--- config.mk ---
export PLATFORM = sky130hd
export DESIGN_NAME = fir_out_quantizer_flat
export DESIGN_NICKNAME = d
export VERILOG_FILES = /design/src/rtl/fir_out_quantizer_if.sv /design/src/rtl/fir_out_quantizer.sv /design/src/flat_wrapper.sv
export SDC_FILE = /design/constraint.sdc
export NUM_CORES = 1
export LEC_CHECK = 0
export CORE_ASPECT_RATIO = 1.2
export CORE_MARGIN = 1
export CORE_UTILIZATION = 55
export CTS_BUF_LIST = sky130_fd_sc_hd__clkbuf_16
export DETAILED_ROUTE_END_ITERATION = 6
export GPL_ROUTABILITY_DRIVEN = 0
export HOLD_SLACK_MARGIN = 0.08
export PLACE_DENSITY = 0.78
export SLEW_MARGIN = 20
export SYNTH_ARGS = -nofsm -noshare
export SYNTH_HDL_FRONTEND = slang
export SYNTH_SLANG_ARGS = --single-unit
--- constraint.sdc ---
create_clock -name clk -period 3.1 [get_ports clk]
set_clock_uncertainty 0.1 [all_clocks]
set_input_delay 0.775 -clock clk [delete_from_list [all_inputs] [get_ports clk]]
set_output_delay 0.775 -clock clk [all_outputs]
set_load 0.01 [all_outputs]
--- src/rtl/fir_out_quantizer_if.sv ---
// Sample stream bundle for fir_out_quantizer: the free-running filter side
// (valid_in/din) and the backpressured consumer side (dout/valid_out/ready_out).
interface fir_out_quantizer_if #(
    parameter int INPUT_WIDTH  = 26,
    parameter int OUTPUT_WIDTH = 16
);
    logic                    valid_in;
    logic [INPUT_WIDTH-1:0]  din;
    logic [OUTPUT_WIDTH-1:0] dout;
    logic                    valid_out;
    logic                    ready_out;

    // Environment side: produces filter samples, consumes conditioned words
    modport master (
        output valid_in, din, ready_out,
        input  dout, valid_out
    );

    // Quantizer side
    modport slave (
        input  valid_in, din, ready_out,
        output dout, valid_out
    );
endinterface

--- src/rtl/fir_out_quantizer.sv ---
// Output conditioning for the systolic FIR: decimate, round/shift, saturate,
// then buffer in a first-word-fall-through FIFO so a stalling consumer never
// stalls the filter. Sticky flags report clamping and FIFO drops.
module fir_out_quantizer #(
    parameter int INPUT_WIDTH  = 26,
    parameter int OUTPUT_WIDTH = 16,
    parameter int SHIFT        = 10,
    parameter int ROUND_MODE   = 1,
    parameter int DECIM        = 1,
    parameter int FIFO_DEPTH   = 4
) (
    input  logic                    clk,
    input  logic                    rst,
    fir_out_quantizer_if.slave      bus,
    input  logic                    clr_flags,
    output logic                    sat_flag,
    output logic                    ovf_flag
);
    localparam int PH_W   = (DECIM > 1) ? $clog2(DECIM) : 1;
    localparam int AW     = $clog2(FIFO_DEPTH);
    // Significant bits left after the shift (incl. the guard bit)
    localparam int SW     = INPUT_WIDTH + 1 - SHIFT;
    localparam int RND_SH = (SHIFT > 0) ? SHIFT - 1 : 0;
    localparam logic signed [INPUT_WIDTH:0] RND_C =
        (ROUND_MODE == 1 && SHIFT > 0) ? ((INPUT_WIDTH+1)'(1) <<< RND_SH) : '0;

    logic [PH_W-1:0]                phase;
    logic                           accept;
    logic signed [INPUT_WIDTH:0]    din_ext;
    logic signed [INPUT_WIDTH:0]    s1_data;
    logic [1:0]                     vld_pipe;
    logic [OUTPUT_WIDTH-1:0]        clamp_val;
    logic                           clamp_sat;
    logic [OUTPUT_WIDTH-1:0]        s2_data;

    logic [OUTPUT_WIDTH-1:0]        mem [FIFO_DEPTH];
    logic [AW-1:0]                  wr_ptr;
    logic [AW-1:0]                  rd_ptr;
    logic [AW:0]                    count;
    logic                           fifo_ne;
    logic                           full;
    logic                           pop;
    logic                           push;
    logic                           drop;
    logic                           sat_ev;

    // Phase 0 keeps the sample, so the first sample after reset is accepted
    assign accept = bus.valid_in && (phase == '0);

    // Decimation phase advances on every filter sample, kept or not
    always_ff @(posedge clk) begin
        if (rst)
            phase <= '0;
        else if (bus.valid_in)
            phase <= (phase == PH_W'(DECIM - 1)) ? '0 : phase + 1'b1;
    end

    // One guard bit above the input so rounding the max positive value cannot wrap
    assign din_ext = {bus.din[INPUT_WIDTH-1], bus.din};

    // Stage 1: round-half-up bias (or none) then arithmetic shift
    always_ff @(posedge clk) begin
        s1_data <= (din_ext + RND_C) >>> SHIFT;
    end

    // Valid shift register for the two pipeline stages
    always_ff @(posedge clk) begin
        if (rst)
            vld_pipe <= '0;
        else
            vld_pipe <= {vld_pipe[0], accept};
    end

    generate
        if (SW <= OUTPUT_WIDTH) begin : g_nosat
            // Result always fits: plain sign extension
            assign clamp_val = OUTPUT_WIDTH'(s1_data);
            assign clamp_sat = 1'b0;
        end else begin : g_sat
            localparam logic signed [INPUT_WIDTH:0] MAXV =
                {{(INPUT_WIDTH+2-OUTPUT_WIDTH){1'b0}}, {(OUTPUT_WIDTH-1){1'b1}}};
            localparam logic signed [INPUT_WIDTH:0] MINV =
                {{(INPUT_WIDTH+2-OUTPUT_WIDTH){1'b1}}, {(OUTPUT_WIDTH-1){1'b0}}};
            // Clamp the shifted value to the signed output range
            always_comb begin
                clamp_val = s1_data[OUTPUT_WIDTH-1:0];
                clamp_sat = 1'b0;
                if (s1_data > MAXV) begin
                    clamp_val = {1'b0, {(OUTPUT_WIDTH-1){1'b1}}};
                    clamp_sat = 1'b1;
                end else if (s1_data < MINV) begin
                    clamp_val = {1'b1, {(OUTPUT_WIDTH-1){1'b0}}};
                    clamp_sat = 1'b1;
                end
            end
        end
    endgenerate

    // Stage 2: register the clamped word
    always_ff @(posedge clk) begin
        s2_data <= clamp_val;
    end

    assign sat_ev  = vld_pipe[0] && clamp_sat;
    assign fifo_ne = (count != '0);
    assign full    = (count == (AW+1)'(FIFO_DEPTH));
    assign pop     = fifo_ne && bus.ready_out;
    // A pop frees the slot in the same edge, so a full FIFO still takes the write
    assign push    = vld_pipe[1] && (!full || pop);
    assign drop    = vld_pipe[1] && full && !pop;

    // FIFO storage; no reset needed since dout is masked while empty
    always_ff @(posedge clk) begin
        if (push)
            mem[wr_ptr] <= s2_data;
    end

    // FIFO pointers and occupancy
    always_ff @(posedge clk) begin
        if (rst) begin
            wr_ptr <= '0;
            rd_ptr <= '0;
            count  <= '0;
        end else begin
            if (push)
                wr_ptr <= wr_ptr + 1'b1;
            if (pop)
                rd_ptr <= rd_ptr + 1'b1;
            case ({push, pop})
                2'b10:   count <= count + 1'b1;
                2'b01:   count <= count - 1'b1;
                default: count <= count;
            endcase
        end
    end

    // Sticky flags; an event beats a simultaneous clear
    always_ff @(posedge clk) begin
        if (rst) begin
            sat_flag <= 1'b0;
            ovf_flag <= 1'b0;
        end else begin
            if (sat_ev)
                sat_flag <= 1'b1;
            else if (clr_flags)
                sat_flag <= 1'b0;
            if (drop)
                ovf_flag <= 1'b1;
            else if (clr_flags)
                ovf_flag <= 1'b0;
        end
    end

    assign bus.valid_out = fifo_ne;
    assign bus.dout      = fifo_ne ? mem[rd_ptr] : '0;

endmodule

--- src/flat_wrapper.sv ---
// flat-port wrapper written by rule: the top's interface ports become plain ports
module fir_out_quantizer_flat 
#(
    parameter int INPUT_WIDTH  = 26,
    parameter int OUTPUT_WIDTH = 16,
    parameter int SHIFT        = 10,
    parameter int ROUND_MODE   = 1,
    parameter int DECIM        = 1,
    parameter int FIFO_DEPTH   = 4
)
  (clk, rst, clr_flags, sat_flag, ovf_flag, bus_valid_in, bus_din, bus_ready_out, bus_dout, bus_valid_out);
  fir_out_quantizer_if #(.INPUT_WIDTH(INPUT_WIDTH), .OUTPUT_WIDTH(OUTPUT_WIDTH)) bus_i ();
  input  logic clk;
  input  logic rst;
  input  logic clr_flags;
  output logic sat_flag;
  output logic ovf_flag;
  input wire logic [$bits(bus_i.valid_in)-1:0] bus_valid_in;
  input wire logic [$bits(bus_i.din)-1:0] bus_din;
  input wire logic [$bits(bus_i.ready_out)-1:0] bus_ready_out;
  output wire logic [$bits(bus_i.dout)-1:0] bus_dout;
  output wire logic [$bits(bus_i.valid_out)-1:0] bus_valid_out;
  assign bus_i.valid_in = bus_valid_in;
  assign bus_i.din = bus_din;
  assign bus_i.ready_out = bus_ready_out;
  assign bus_dout = bus_i.dout;
  assign bus_valid_out = bus_i.valid_out;
  fir_out_quantizer #(.INPUT_WIDTH(INPUT_WIDTH), .OUTPUT_WIDTH(OUTPUT_WIDTH), .SHIFT(SHIFT), .ROUND_MODE(ROUND_MODE), .DECIM(DECIM), .FIFO_DEPTH(FIFO_DEPTH)) u_core (.clk(clk), .rst(rst), .bus(bus_i), .clr_flags(clr_flags), .sat_flag(sat_flag), .ovf_flag(ovf_flag));
endmodule
Figure 1. Register map, names as in the netlist (run 1).
Other sequential cells in the stronger gray, the rest of the logic in the fainter gray.
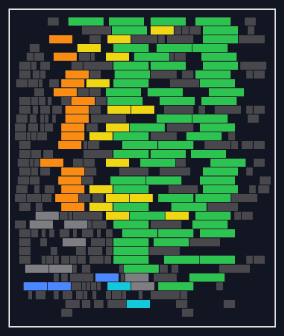
color	netlist name	sequential cells
green	`u_core.mem`	64
cyan	`u_core.rd_ptr`	2
orange	`u_core.s1_data`	17
yellow	`u_core.s2_data`	16
blue	`u_core.count`	3

Figure 2. Logic cells by family (run 1).
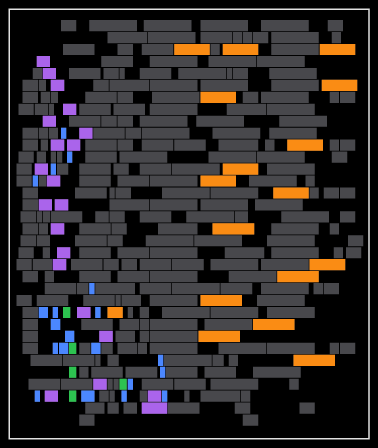
color	family	cells
green	inverting AOI/OAI gates	5
blue	NOR gates	20
purple	XOR/XNOR gates	21
orange	multiplexers	17
final cell count without fillers: 398
multi-input logic portion of the cell area: 24.4%

Figure 3. Power grid (run 1).
Pins as bars on the die edge.
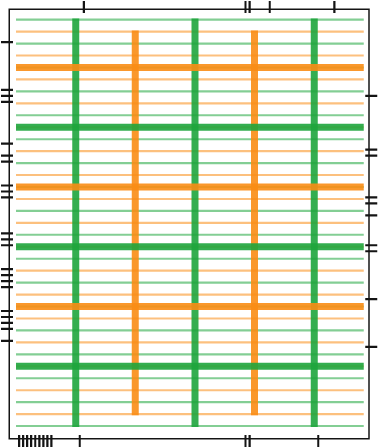
color	net
orange	VDD
green	VSS
met5 straps	6
met4 straps	5
rows	34
met1 rails	35
signal pins	50

Figure 4. Layout detail (run 1).
Region (0, 47) to (50, 97) um. Cells in gray, sequential cells in the stronger gray; small squares are vias.
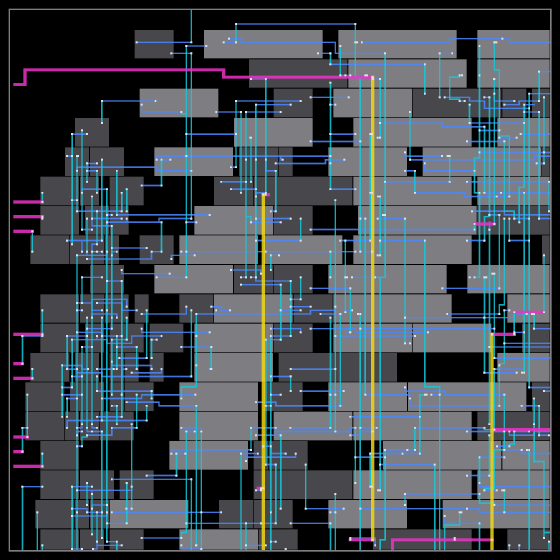
color	layer
cyan	met2
blue	met1
magenta	met3
yellow	met4
netlist names of flops here include	`u_core.mem` (19), `u_core.s1_data` (13), `u_core.s2_data` (10)
cells with their middle in the window	114
most frequent	dfxtp_1 (23), edfxtp_1 (19), clkdlybuf4s50_1 (13)
sequential cells in the window	42

==> metrics.yaml, run 1 <==
layout:
  finalCoreUtilization_pct: 67.6
  insertedDiodeCount: 0
  post_route_cells_drive_above_1_share_pct: 10.1
drt:
  via_per_inst: 5.21
  routed_wl_um: 5700
  post_route_drc: 0
worst_setup_path:
  crit_buf_inv: 2
  critical_path.top_delay_family: "buffers and inverters"
  critical_path_depth: 4
  critical_path.reg2reg.startpoint: "u_core.count[0]"
  critical_path.slowest_cell: "mux4_1"
  crit_type: "reg2out"
  r2r_slack_ns: 0.63
pwr:
  power.density_nw_per_um2: 690
  power.ir.vdd_worst_v: 0.000424
timing:
  final_min_period_over_clock_period_pct: 95.8
  worst_tran_pin_value_ns: 0.831
  fin_ws_ns: 0.131
min_path:
  min-delay-path-class: "reg2reg"
status:
  status: "finished, final reports clean"
die:
  die_y_um: 97.4
  fp.dieArea_um2: 7940
  die.size.x_um: 81.5
logic_synthesis:
  post_synth_inst_count: 260
global_route:
  globalRouteOverflowTotal: 0
## run 1: through the flow
stage	hold slack, ns	cells	TNS [ns]	total power, mW
3_3_place_gp	0.305	382	0	2.35
4_1_cts	0.309	398	0	3.45
6_report	0.311	398	0	3.41
5_1_grt	0.309	398	0	3.56
2_1_floorplan	0.336	260	0	2.11
3_5_place_dp	0.303	382	-0.0317	2.36
## run 1: power by group through the flow
stage               logic, mW  clock network [mW]  registers [mW]
finish                  0.652                1.09            1.67
global route            0.723                1.17            1.67
CTS                     0.668                1.11            1.67
detailed placement      0.666                   0            1.70
global placement        0.656                   0            1.69
floorplan               0.429                   0            1.68
## run 1: cells in the mapped netlist, types with 3 or more instances
cell,instances,area [um2]
dfxtp_1,46,921
and3_1,3,18.8
maj3_1,15,150
mux4_2,10,225
and2_1,20,125
nor2_1,14,52.6
nor2b_1,5,31.3
a21oi_1,4,20.0
nand2_1,3,11.3
nand4_1,4,25.0
inv_1,8,30.0
xor2_1,10,87.6
mux4_1,6,158
nand3_1,7,35.0
ha_1,6,75.1
edfxtp_1,64,1920
buf_2,5,25.0
xnor2_1,10,87.6
clkbuf_1,5,18.8
## run 1: worst reg2reg max path: stages, from the launching register on
cell and delay (ns):
dfxtp_1 0.39, or3_1 0.47, and2_4 0.26, ha_1 0.16, inv_1 0.05, fa_1 0.37
xor2_1 0.16, or3_1 0.30, a21oi_1 0.13
## run 1: worst min-delay path by stage
stage / from / cells past startpoint / endpoint
finish: u_core.s1_data[16] / 0 / u_core.s2_data[15]
global placement: u_core.s1_data[16] / 0 / u_core.s2_data[15]
detailed placement: u_core.s1_data[16] / 0 / u_core.s2_data[15]
global route: u_core.s1_data[16] / 0 / u_core.s2_data[15]
floorplan: u_core.s1_data[16] / 1 / u_core.s2_data[15]
CTS: u_core.s1_data[16] / 0 / u_core.s2_data[15]
## run 1: final cells by class
type | instances | share of cell area (%)
sequential | 110 | 57.5
clock inverter | 7 | 1.34
inverter | 8 | 0.607
multi-input combinational | 128 | 24.4
tap | 90 | 2.28
timing repair buffer | 46 | 9.26
clock buffer | 9 | 4.56
## run 1: logic make-up after synthesis
logic type	share of synthesized area (%)
compound gates	0.780
xor+xnor	4.59
fa+ha+maj	5.88
buf+inv	2.88
flops	68.1
mux	9.42
simple gates	8.31
## run 1: cell usage in the layout, fill, tap and decap left out, types with 6 or more instances in the layout
master	Yosys	final
edfxtp_1	64	64
mux4_1	6	6
nand3_1	7	7
nor2_1	14	14
mux4_2	10	10
clkbuf_16	0	9
dfxtp_1	46	46
xor2_1	10	10
inv_1	8	10
clkdlybuf4s50_1	0	40
ha_1	6	6
maj3_1	15	15
and2_1	20	20
xnor2_1	10	10
## run 1: sequential cells by signal, indices dropped and copies added (netlist names), named ones only
name             cells
u_core.rd_ptr        2
u_core.wr_ptr        2
u_core.sat_flag      1
u_core.vld_pipe      2
u_core.s1_data      17
u_core.s2_data      16
u_core.mem          64
u_core.count         3
u_core.ovf_flag      1
## run 1: metal layers
metal / track usage [%] / vias up / share of wire, %
met4: 10.7 / 0 / 2.5
met2: 26.8 / 45 / 50
met1: 21.2 / 993 / 44
li1: - / 1027 / -
met3: 2.82 / 10 / 2.8
met5: 0 / - / 0
==> inputs of run 2 (changes only) <==
MAX_ROUTING_LAYER = met4   (was default)
Figure 5. Register map, names as in the netlist (run 2).
Other sequential cells in the stronger gray, the rest of the logic in the fainter gray.
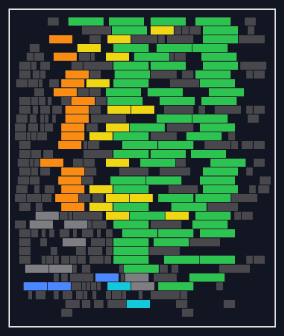
color	netlist name	sequential cells
blue	`u_core.count`	3
cyan	`u_core.rd_ptr`	2
yellow	`u_core.s2_data`	16
orange	`u_core.s1_data`	17
green	`u_core.mem`	64
not colored	8
register share of the cell area: 57.5%
final design utilization: 67.6%
power in sequential cells: 1.67 mW
area taken by flip-flops and latches: 2840 um2

==> run 2 against run 1 <==
Compared with the run above:
- area after synthesis stayed put
- non-clock buffer count unchanged
- highest routed layer unchanged
- worst setup slack got worse by 0.0012 ns
==> metrics.yaml, run 2 <==
die:
  die.size.x_um: 81.5  # unchanged
  die_y_um: 97.4  # unchanged
  fp.dieArea_um2: 7940  # unchanged
status:
  status: "finished, final reports clean"
logic_synthesis:
  post_synth_inst_count: 260  # unchanged
  ys_top_cells_by_count: "edfxtp_1 (64), dfxtp_1 (46), and2_1 (20)"
  synthTopCellsByArea: "edfxtp_1 (46%), dfxtp_1 (22%), mux4_2 (5.4%), mux4_1 (3.8%), maj3_1 (3.6%)"
  synth_area_leader_cell: "edfxtp_1"
timing:
  worst_tran_pin_value_ns: 0.838  # +0.00668 ns
  final_min_period_over_clock_period_pct: 95.8  # about the same
  final.setup.tns_ns: 0  # unchanged
  final_hold_slack_ns: 0.312  # +0.00110 ns
pwr:
  totalPowerFinal_mw: 3.41  # about the same
  power.ir.vdd_worst_v: 0.000424  # about the same
  power.density_nw_per_um2: 690  # about the same
layout:
  post_route_cells_drive_above_1_share_pct: 10.1  # unchanged
  layout.cells.most_common_list: "edfxtp_1 (64), dfxtp_1 (46), clkdlybuf4s50_1 (40)"
  largest_register_ff_count: 64  # unchanged
  largest_registers: "u_core.mem x64, u_core.s1_data x17, u_core.s2_data x16"
  fin_cells: 398  # unchanged
  registers.top_by_ff_count: "u_core.mem"
  layout_top_cell_excl_fill_tap: "edfxtp_1"
  insertedDiodeCount: 0  # unchanged
min_path:
  hold_path_depth: 0  # unchanged
  min-delay-path-class: "reg2reg"
drt:
  routed_wl_um: 5710  # about the same
  dr_wl_met3_um: 155  # -2.5%
  topRoutingLayerUsed: "met4"
worst_setup_path:
  crit_type: "reg2out"
  r2r_slack_ns: 0.63  # about the same
  critical_path.reg2reg.startpoint: "u_core.count[0]"
global_route:
  globalRouteOverflowTotal: 0  # unchanged
place:
  post_place_cells: 382  # unchanged
[run 2: cell families after synthesis]
group / Yosys count / share of synthesized area (%)
AND/OR/NAND/NOR: 62 / 8.31
multiplexers: 17 / 9.42
flip-flops: 110 / 68.1
AND-OR/OR-AND: 6 / 0.780
XOR/XNOR: 21 / 4.59
buffers and inverters: 22 / 2.88
adder cells (fa/ha/maj): 22 / 5.88
[run 2: worst max-delay path by stage]
stage / cells past startpoint / end / start / slack [ns]
after floorplan: 10 / u_core.count[2] / bus_ready_out / 0.44
after global placement: 10 / u_core.count[2] / bus_ready_out / 0.04
after detailed placement: 10 / u_core.count[2] / bus_ready_out / -0.03
after CTS: 4 / bus_dout[0] / flop / 0.10
after global routing: 4 / bus_dout[4] / flop / 0.05
final: 4 / bus_dout[4] / flop / 0.13
[run 2: through the flow]
step	setup WS (ns)	instance area, um2
finish	0.130	4940
global route	0.0531	4940
CTS	0.102	4940
detailed placement	-0.0317	4650
global placement	0.0412	4650
floorplan	0.438	4170
[run 2: worst max-delay path, stage by stage, from the launching register on]
cell and delay (ns):
dfxtp_1 0.36, buf_12 0.18, mux4_1 0.57, and2_1 0.17
clkdlybuf4s50_1 0.47
[run 2: final cells by class]
class | instances | area (um2)
clock inverters | 7 | 66.3
inverters | 8 | 30.0
multi-input cells | 128 | 1210
clock buffers | 9 | 225
flip-flops and latches | 110 | 2840
fillers | 515 | 2370
well taps | 90 | 113
repair buffers | 46 | 458
[run 2: report_power, final]
group          switching (mW)  internal, mW
clock network           0.472         0.621
logic                   0.265         0.387
registers              0.0487          1.62
[run 2: layer usage]
| metal | track usage, % | up-vias |
|---|---|---|
| met1 | 21.2 | 981 |
| li1 | - | 1026 |
| met4 | 10.7 | 0 |
| met2 | 26.8 | 46 |
| met5 | - | - |
| met3 | 2.82 | 11 |
Power figures rest on the tool's default switching activity, not on a simulated workload.
